==> config.mk <==
export PLATFORM = sky130hd
export DESIGN_NAME = sync_fifo
export DESIGN_NICKNAME = d
export VERILOG_FILES = /design/src/rtl/sync_fifo.sv
export SDC_FILE = /design/constraint.sdc
export NUM_CORES = 1
export LEC_CHECK = 0
export CAP_MARGIN = 20
export CORE_ASPECT_RATIO = 2
export CORE_UTILIZATION = 45
export DETAILED_ROUTE_END_ITERATION = 8
export DONT_BUFFER_PORTS = 1
export GPL_TIMING_DRIVEN = 0
export PLACE_DENSITY_LB_ADDON = 0.3
export SETUP_SLACK_MARGIN = 0.2
export SLEW_MARGIN = 20
export SYNTH_ARGS = -nofsm -noshare
export SYNTH_HDL_FRONTEND = slang
export SYNTH_SLANG_ARGS = --single-unit
==> constraint.sdc <==
create_clock -name clk -period 9.6 [get_ports clk]
set_input_delay 1.44 -clock clk [delete_from_list [all_inputs] [get_ports clk]]
set_output_delay 1.44 -clock clk [all_outputs]
set_load 0.005 [all_outputs]
==> src/rtl/sync_fifo.sv <==
// Single-clock show-ahead FIFO. The head word lives in a register so data_o is
// valid with no read latency and holds its last value once the FIFO drains.
module sync_fifo #(
  parameter int DATA_W = 64,
  parameter int DEPTH  = 8
) (
  input  logic                       clk,
  input  logic                       rst,
  input  logic                       push,
  input  logic                       pop,
  input  logic [DATA_W-1:0]          data_i,
  output logic [DATA_W-1:0]          data_o,
  output logic                       full,
  output logic                       empty,
  output logic [$clog2(DEPTH):0]     level
);

  localparam int AW = $clog2(DEPTH);
  localparam int LW = AW + 1;

  logic [DATA_W-1:0] mem_q [DEPTH];
  logic [AW-1:0]     wr_q;
  logic [AW-1:0]     rd_q;
  logic [AW-1:0]     rd_next;
  logic [LW-1:0]     level_q;
  logic [LW-1:0]     level_d;
  logic [DATA_W-1:0] head_q;
  logic [DATA_W-1:0] head_d;
  logic              do_push;
  logic              do_pop;

  assign empty   = (level_q == '0);
  assign full    = (level_q == LW'(DEPTH));
  assign do_pop  = pop && !empty;
  // A full FIFO still accepts a push when the head leaves on the same edge.
  assign do_push = push && (!full || do_pop);
  assign rd_next = rd_q + AW'(1);

  always_comb begin
    head_d  = head_q;
    level_d = level_q;
    if (do_push && (empty || (do_pop && level_q == LW'(1)))) begin
      head_d = data_i;
    end else if (do_pop && level_q > LW'(1)) begin
      head_d = mem_q[rd_next];
    end
    case ({do_push, do_pop})
      2'b10:   level_d = level_q + LW'(1);
      2'b01:   level_d = level_q - LW'(1);
      default: level_d = level_q;
    endcase
  end

  always_ff @(posedge clk) begin
    if (do_push) begin
      mem_q[wr_q] <= data_i;
    end
  end

  always_ff @(posedge clk) begin
    if (rst) begin
      wr_q    <= '0;
      rd_q    <= '0;
      level_q <= '0;
      head_q  <= '0;
    end else begin
      if (do_push) wr_q <= wr_q + AW'(1);
      if (do_pop)  rd_q <= rd_next;
      level_q <= level_d;
      head_q  <= head_d;
    end
  end

  assign data_o = head_q;
  assign level  = level_q;

endmodule

==> run notes <==
run results: Synth Cell Area 0.0223 mm², FF-to-FF path depth 10, Final setup viols 0, FF-to-FF Start level[0]$_SDFFE_PP0P_, initial antenna violation count 0, dpl ws 5.32 ns, Core Box Area 0.0491 mm², max cap viols 0, slowest CP cell nor3b_2, Slew headroom 39.9%, area fraction in mux cells 13.5%, synthesized instance count ~1200, Flop area 0.0169 mm², CP startpoint kind input pin, ratio of final minimum period to clock period 38.3%, mi-comb count 507, biggest area cells edfxtp_1 69%, dfxtp_1 6.6%, mux2_2 6.5%, Pre-antenna DRT Iters 5, DRC 0, status completed, HPWL after DPL 35800 µm, Clock net power 2.03 mW, first-pass GRT wire length about 77000 µm, P_leak 8.13 nW, post-CTS setup buffer count 0, sequential cell power 3.13 mW, largest net degree at the start of global routing 21, Chip Width 159 µm, Synth area leader edfxtp_1, tap cells 643, vias in the first global route ~12000, CP top delay family buffers and inverters, Placer Congestion 0.745, CLK BUF 73, max reg flops approximately 500, Clock buffers and inverters, area share ~6.4%, Antenna Cells 0, sw power 1.95 mW, syn avg cell area 19.0 µm², overall power 6.83 mW, Die Y about 320 µm, grt ovf 0, setup_tns 0 ns, Final Cell Area around 0.025 mm², Synth top cell by count edfxtp_1, Comb. pwr 1.67 mW, Comb pwr share 24.5%, top sig layer met4, Non-clock buffer share 4.03%, clk_skew about 0.021 ns, CP Depth 8, Worst Min Path Start rd_q[1]$_SDFFE_PP0P_, CP Capture Point mem_q[6][40]$_DFFE_PP_, most frequent logic cell in the layout edfxtp_1, Biggest register mem_q, Internal about 4.9 mW, Cell Area, Placed 0.0238 mm², Latency at later pin around 0.58 ns, wl on met1 19000 µm, arrival time at the worst endpoint slightly below 4 ns, pwr dens 269 mW/mm², share of layout cells above drive strength 1 27.2%, RR Endpoint mem_q[6][40]$_DFFE_PP_, worst hold-check path type reg -> reg, adder-cell share of the synthesized area less than 1%, initial drt markers 786, TritonCTS Buffers 48, clock share of power 29.7%, fin cells 1990, CTS tree built, Clk pin slew, worst setup/hold paths 0.06 ns, placed cells 1902, area share, top type slightly below 70%, Achievable Freq between 200 and 300 MHz, top logic cells by instance count in the layout 512 x edfxtp_1, 128 x mux2_2, 105 x o21ai_0, nets 1383, top comb family, area multiplexers, RSZ-0062 raised after global routing no
Fig. 1: metal 1
The bar under the picture is 50 µm long. Supply wires on this layer in grey. Cells faint in the background.
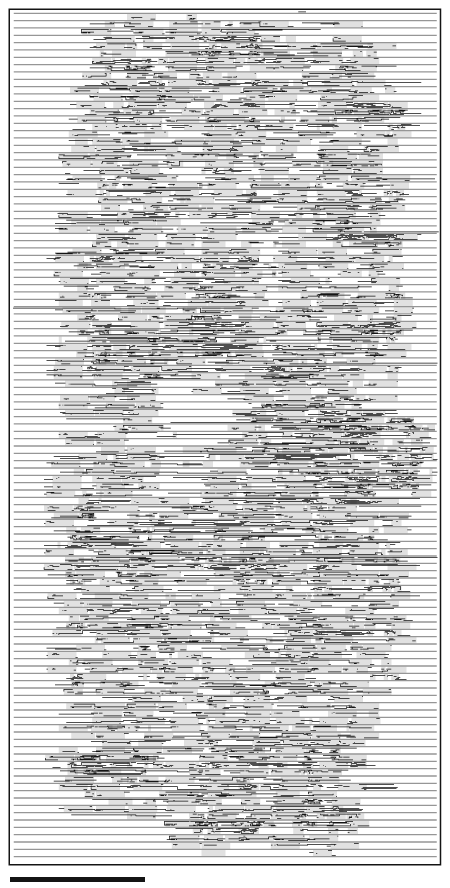
wire length on this layer	19000 µm
longest straight run	45.5 µm
main direction	horizontal
share of all routed wire	36%
Detailed Route WL: 52300 µm
GRT met1 Usage: 23.2%
vias: 11600

Fig. 2: sequential cells grouped by signal name
The bar under the picture is 50 µm long.
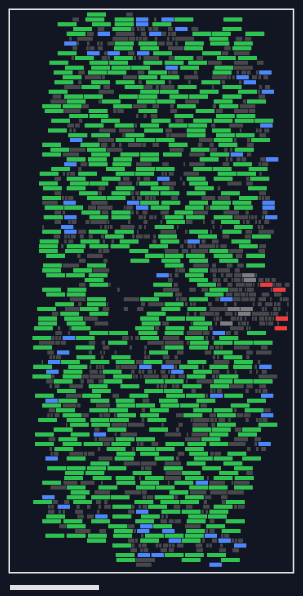
netlist name	colour	flops
mem_q	green	512
level	red	4
data_o	blue	64

Fig. 3: wires at chosen ports, followed through buffers
The bar under the picture is 50 µm long.
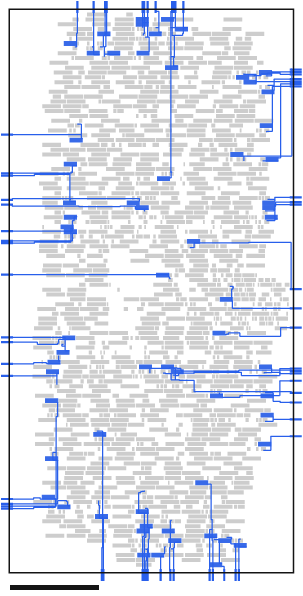
port	colour	direction	edge	end cells	buffers	wire
data_o	blue	output	21 east, 17 west, 14 south, 12 north	64	0	2630 µm
input/output buffers: 0
I/O pin cnt: 138

Fig. 4: congestion heat map
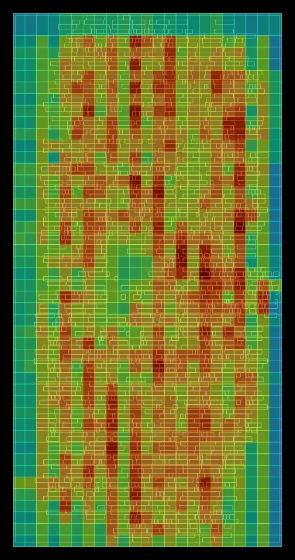
Util after Layout: 51.8%
met3 Use GR: 4.94%
met2 track demand over resource: 38.9%
GR peak layer: met2

Power figures rest on the tool's default switching activity, not on a simulated workload.
